### config.mk
export PLATFORM = sky130hd
export DESIGN_NAME = inverter_test_sequencer
export DESIGN_NICKNAME = d
export VERILOG_FILES = /design/src/rtl/inverter_test_sequencer_pkg.sv /design/src/rtl/inverter_test_sequencer_pattern_gen.sv /design/src/rtl/inverter_test_sequencer.sv
export SDC_FILE = /design/constraint.sdc
export NUM_CORES = 1
export LEC_CHECK = 0
export CAP_MARGIN = 20
export CORE_UTILIZATION = 50
export CTS_CLUSTER_DIAMETER = 80
export CTS_CLUSTER_SIZE = 14
export DETAILED_ROUTE_END_ITERATION = 12
export GPL_ROUTABILITY_DRIVEN = 0
export MAX_ROUTING_LAYER = met4
export PLACE_DENSITY_LB_ADDON = 0.12
export SLEW_MARGIN = 20
export SYNTH_ARGS = -nofsm -noshare
export SYNTH_HDL_FRONTEND = slang
export SYNTH_HIERARCHICAL = 1
export SYNTH_SLANG_ARGS = --single-unit
### constraint.sdc
create_clock -name clk -period 6 [get_ports clk]
set_input_delay 1.8 -clock clk [delete_from_list [all_inputs] [get_ports clk]]
set_output_delay 1.8 -clock clk [all_outputs]
set_load 0.05 [all_outputs]
### src/rtl/inverter_test_sequencer_pkg.sv
// Shared constants for the inverter self-test sequencer: FSM state codes,
// status sentinels and the saturating error-count helper.
package inverter_test_sequencer_pkg;

  localparam logic [2:0] ST_IDLE  = 3'd0;
  localparam logic [2:0] ST_LOAD  = 3'd1;
  localparam logic [2:0] ST_HOLD  = 3'd2;
  localparam logic [2:0] ST_CHECK = 3'd3;
  localparam logic [2:0] ST_DONE  = 3'd4;

  localparam logic [7:0] FAIL_NONE = 8'hFF;
  localparam logic [7:0] ERR_MAX   = 8'd255;

  // Error counter increment that sticks at ERR_MAX instead of wrapping.
  function automatic logic [7:0] sat_inc(input logic [7:0] cnt);
    logic [7:0] res;
    if (cnt == ERR_MAX) begin
      res = ERR_MAX;
    end else begin
      res = cnt + 8'd1;
    end
    return res;
  endfunction

endpackage

### src/rtl/inverter_test_sequencer_pattern_gen.sv
// Combinational test-vector generator: even k walks a one-hot bit across the
// lanes, odd k is the complement of the preceding even vector.
module inv_pattern_gen
  #(parameter int WIDTH = 8)
  (
    input  logic [7:0]       k,
    output logic [WIDTH-1:0] v
  );

  localparam logic [WIDTH-1:0] LSB_ONE = WIDTH'(1);

  logic [31:0]      lane_s;
  logic [WIDTH-1:0] onehot_s;

  // Lane select j = (k >> 1) mod WIDTH, then the one-hot / complemented vector.
  always_comb begin
    lane_s   = {25'd0, k[7:1]} % 32'(WIDTH);
    onehot_s = LSB_ONE << lane_s;
    if (k[0]) begin
      v = ~onehot_s;
    end else begin
      v = onehot_s;
    end
  end

endmodule

### src/rtl/inverter_test_sequencer.sv
// Self-test controller for a WIDTH-lane inverter: drives a fixed vector
// sequence, checks ~vector at the end of each hold and reports run status.
module inverter_test_sequencer
  import inverter_test_sequencer_pkg::*;
  #(
    parameter int WIDTH       = 8,
    parameter int HOLD_CYCLES = 10,
    parameter int NUM_VECTORS = 16
  )
  (
    input  logic             clk,
    input  logic             rst_n,
    input  logic             start,
    input  logic             abort,
    input  logic [WIDTH-1:0] dut_out,
    output logic [WIDTH-1:0] dut_in,
    output logic             busy,
    output logic             done,
    output logic             pass,
    output logic [7:0]       err_count,
    output logic [7:0]       fail_idx
  );

  localparam int HW = (HOLD_CYCLES > 1) ? $clog2(HOLD_CYCLES) : 1;
  localparam logic [HW-1:0] HOLD_LAST = HW'(HOLD_CYCLES - 1);
  localparam logic [HW-1:0] HOLD_ONE  = HW'(1);
  localparam logic [HW-1:0] HOLD_ZERO = HW'(0);
  localparam logic [7:0]    K_LAST    = 8'(NUM_VECTORS - 1);
  localparam logic [WIDTH-1:0] VEC_ZERO = WIDTH'(0);

  logic [2:0]       state_r, state_n;
  logic [HW-1:0]    hold_cnt_r, hold_cnt_n;
  logic [7:0]       k_r, k_n;
  logic [WIDTH-1:0] dut_in_r, dut_in_n;
  logic             busy_r, busy_n;
  logic             done_r, done_n;
  logic             pass_r, pass_n;
  logic [7:0]       err_count_r, err_count_n;
  logic [7:0]       fail_idx_r, fail_idx_n;
  logic [7:0]       pat_k_s;
  logic [WIDTH-1:0] pat_v_s;
  logic             mismatch_s;

  // LOAD needs v(0); CHECK pre-computes the next vector v(k+1).
  always_comb begin
    if (state_r == ST_CHECK) begin
      pat_k_s = k_r + 8'd1;
    end else begin
      pat_k_s = 8'd0;
    end
  end

  inv_pattern_gen #(.WIDTH(WIDTH)) u_pattern (
    .k (pat_k_s),
    .v (pat_v_s)
  );

  // FSM next-state, vector sequencing and result bookkeeping.
  always_comb begin
    state_n     = state_r;
    hold_cnt_n  = hold_cnt_r;
    k_n         = k_r;
    dut_in_n    = dut_in_r;
    pass_n      = pass_r;
    err_count_n = err_count_r;
    fail_idx_n  = fail_idx_r;
    mismatch_s  = (dut_out != ~dut_in_r);

    case (state_r)
      ST_IDLE: begin
        dut_in_n = VEC_ZERO;
        if (abort) begin
          state_n = ST_IDLE;
        end else if (start) begin
          state_n     = ST_LOAD;
          hold_cnt_n  = HOLD_ZERO;
          k_n         = 8'd0;
          pass_n      = 1'b0;
          err_count_n = 8'd0;
          fail_idx_n  = FAIL_NONE;
        end else begin
          state_n = ST_IDLE;
        end
      end
      ST_LOAD: begin
        if (abort) begin
          state_n  = ST_IDLE;
          dut_in_n = VEC_ZERO;
          pass_n   = 1'b0;
        end else begin
          state_n    = ST_HOLD;
          dut_in_n   = pat_v_s;
          hold_cnt_n = HOLD_ZERO;
          k_n        = 8'd0;
        end
      end
      ST_HOLD: begin
        if (abort) begin
          state_n  = ST_IDLE;
          dut_in_n = VEC_ZERO;
          pass_n   = 1'b0;
        end else if (hold_cnt_r == HOLD_LAST) begin
          state_n    = ST_CHECK;
          hold_cnt_n = HOLD_ZERO;
        end else begin
          hold_cnt_n = hold_cnt_r + HOLD_ONE;
        end
      end
      ST_CHECK: begin
        if (abort) begin
          state_n  = ST_IDLE;
          dut_in_n = VEC_ZERO;
          pass_n   = 1'b0;
        end else begin
          if (mismatch_s) begin
            err_count_n = sat_inc(err_count_r);
            if (fail_idx_r == FAIL_NONE) begin
              fail_idx_n = k_r;
            end else begin
              fail_idx_n = fail_idx_r;
            end
          end else begin
            err_count_n = err_count_r;
          end
          // pass must include the verdict of this final CHECK.
          if (k_r == K_LAST) begin
            state_n  = ST_DONE;
            dut_in_n = VEC_ZERO;
            pass_n   = (err_count_n == 8'd0);
          end else begin
            state_n  = ST_HOLD;
            k_n      = k_r + 8'd1;
            dut_in_n = pat_v_s;
          end
        end
      end
      ST_DONE: begin
        state_n  = ST_IDLE;
        dut_in_n = VEC_ZERO;
      end
      default: begin
        state_n  = ST_IDLE;
        dut_in_n = VEC_ZERO;
        pass_n   = 1'b0;
      end
    endcase

    busy_n = (state_n == ST_LOAD) || (state_n == ST_HOLD) || (state_n == ST_CHECK);
    done_n = (state_n == ST_DONE);
  end

  // State and registered outputs; synchronous active-low reset.
  always_ff @(posedge clk) begin
    if (!rst_n) begin
      state_r     <= ST_IDLE;
      hold_cnt_r  <= HOLD_ZERO;
      k_r         <= 8'd0;
      dut_in_r    <= VEC_ZERO;
      busy_r      <= 1'b0;
      done_r      <= 1'b0;
      pass_r      <= 1'b0;
      err_count_r <= 8'd0;
      fail_idx_r  <= FAIL_NONE;
    end else begin
      state_r     <= state_n;
      hold_cnt_r  <= hold_cnt_n;
      k_r         <= k_n;
      dut_in_r    <= dut_in_n;
      busy_r      <= busy_n;
      done_r      <= done_n;
      pass_r      <= pass_n;
      err_count_r <= err_count_n;
      fail_idx_r  <= fail_idx_n;
    end
  end

  assign dut_in    = dut_in_r;
  assign busy      = busy_r;
  assign done      = done_r;
  assign pass      = pass_r;
  assign err_count = err_count_r;
  assign fail_idx  = fail_idx_r;

endmodule
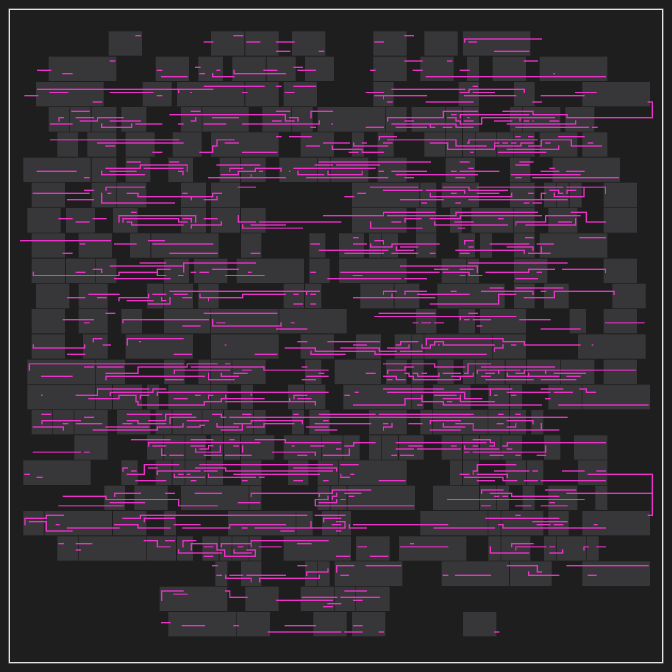
Figure 1: metal 1.
nets with wire on the layer	287
wire length on this layer	2410 µm
longest straight run	36.3 µm

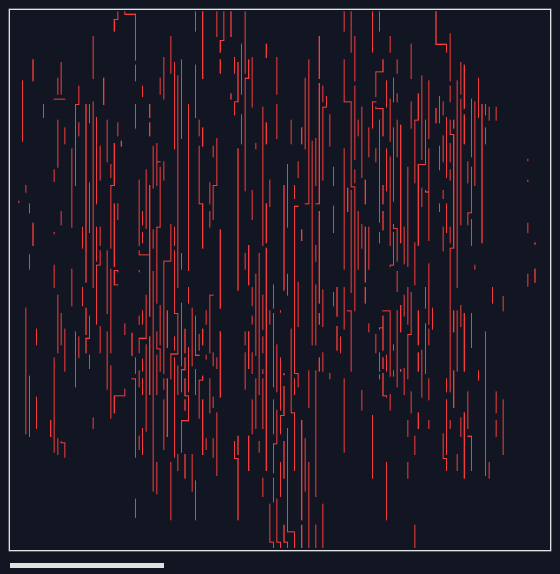
Figure 2: met2 routing.
Bar = 20 µm.
wire length on this layer	2370 µm
share of all routed wire	47%
main direction	vertical

==> results.cfg <==
; synthesis and place-and-route metrics
[yosys]
top_cells_by_count = dfxtp_1, nor2_1, nor2b_1, xor2_1, o21ai_0
logic_family = simple AND/OR/NAND/NOR gates
ys.flop_type = dfxtp_1
yosys_area_mm2 = 0.00233
adder_share_pct = 2.15
yosysCellCount = 271
syn_inst = 271
yosysUniqueCellTypes = 51
edf_count = 0
synth_top_area_share_pct = 36.1
xor_area_share_pct = 9.02
postSynth.asyncResetShare_pct = 0
synthTopCellsByArea = dfxtp_1, xor2_1, nor2b_1
ys_sh_simple_pct = 28.2
netlist_area_mm2 = 0.00233
syn-num-nets = 287
synth_top_cell_by_area = dfxtp_1
synth.most_common_cell = dfxtp_1
compound_area_share_pct = 18.0
ys_sh_mux_pct = 3.92
ys_seq_elements = 42

[cells_and_area]
drive_gt1_share_pct = 6.58
area_growth_syn_to_layout_pct = 20.2
post-route-util_pct = 63.5
diodes = 0
layout_top_cell = dfxtp_1
fin_nets = 320
lay_top_cells = dfxtp_1, clkdlybuf4s50_1, nor2_1, nor2b_1, xor2_1
postLayoutCellArea_mm2 = 0.00280
fin_cells = 356

[pwr]
power.density_mw_per_mm2 = 175
pwr-share-seq_pct = 57.6
combPwrFrac_pct = 7.5
total_power_uw = 490
switching_share_pct = 23.1
intPower_uw = 377
p_leak_nw = 1.08
power.group.top = registers

[die]
die-area_mm2 = 0.00494
die_w_um = 70.3
num_io_pins = 39
fp_util_pct = 52.8
rows = 24

[run_status]
status = finished clean

[worst_setup_path]
path_class = in -> reg
cp_max_fo = 17
startpoint = abort
path_delay_family = simple AND/OR/NAND/NOR gates
crit_path_end_kind = flop
start_kind = input pin
crit_cells = 6
cp.arrival_ns = 3.97
slowest_stage = a21oi_1
slowest_delay_ns = 0.63
ff2ff_path_depth = 7
cp-endpoint = fail_idx[2]
crit_required_ns = 6.22
regToRegEndpoint = dut_in[2]
rr_startpoint = state_r[1]
r2r_setup_slack_ns = 3.57
cp_cell_sequence = clkdlybuf4s50_1 -> nor2_2 -> nand2_1 -> a21oi_1 -> nor2_1 -> o21ai_0
crit_buf_inv = 1

[routing]
wl_met3_um = 200
drt-initial-drc-count = 168
via_per_inst = 5.85
wl_per_cell_um = 14.1
ant_nets = 0
routed-wl-met2_mm = 2.37
drt_wl_total_mm = 5.03
m1WireLength_mm = 2.41
drc_errors = 0
highest_layer = met4
vias = 2081

[grt]
top_usage_layer = met2
grt_use_met3_pct = 5.05
use_met1_pct = 30.3
grt_max_degree = 39
antenna_found_initial = 0
grt_pass1_vias = 1918
grt_pass1_wl_mm = 8.86
grt.total_usage_pct = 23.0

[min_path]
hold_class = reg -> reg
hold_end = hold_cnt_r[3]

[sta]
fmax_mhz = 267
rsz0062_at_grt = false
whs_ns = 0.518
fin_crit_sh_pct = 62.5
fin_worst_skew_ns = 0.00647
fin_crit_ns = 3.75
slew_viol_final = 0
tns_ns = 0
hold_viol = 0
slew_headroom_pct = 41.4

[clock_network]
clock_sinks = 42
root_buffer = clkbuf_8
post-cts-setup-buffers = 0
path_clk_slew_ns = 0.08
cts_hold_buffers = 0
ctsResizeCount = 0
clock_latency_ns = 0.29
cts_tree = built
clk_path_buf_depth = 2
h-tree-depth = 2
cts_buffers = 5

[run]
tool_warnings = 27
max_cap_viol_count = 0

[placed_design]
dp_slack_ns = 1.92
dp_hpwl_mm = 3.54
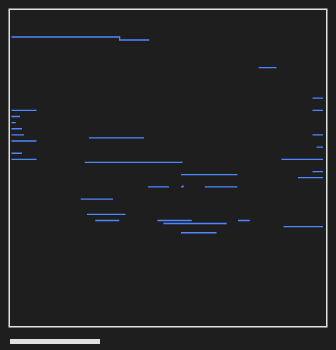
Figure 3: M3 wires.
Bar = 20 µm.
main direction	horizontal
longest straight run	23.9 µm

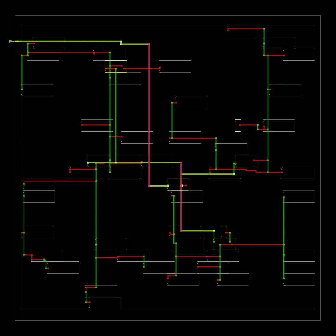
Figure 4: the clock network.
clock group total power: 171 µW
num sequential: 42

==> worst reg2reg max path, delay by kind of cell (launching register included) <==
| kind | cells | cell delay (ns) |
|---|---|---|
| AND/OR/NAND/NOR | 5 | 1.55 |
| flip-flops | 1 | 0.53 |
| XOR/XNOR | 1 | 0.17 |
| AND-OR/OR-AND | 1 | 0.10 |
==> sequential cells by signal, summed over array words and instances (netlist names) <==
name and cells:
busy 1, state_r 3, k_r 8, dut_in 8, fail_idx 8, pass 1, hold_cnt_r 4, err_count 8
done 1
==> final cells by class <==
type	instances	area, µm²
Fill cell	392	1610
Multi-Input combinational cell	214	1430
Sequential cell	42	841
Timing Repair Buffer	38	375
Clock buffer	7	76.3
Tap cell	52	65.1
Inverter	3	11.3
No activity file was given, so power comes from the tool's default toggle rates.
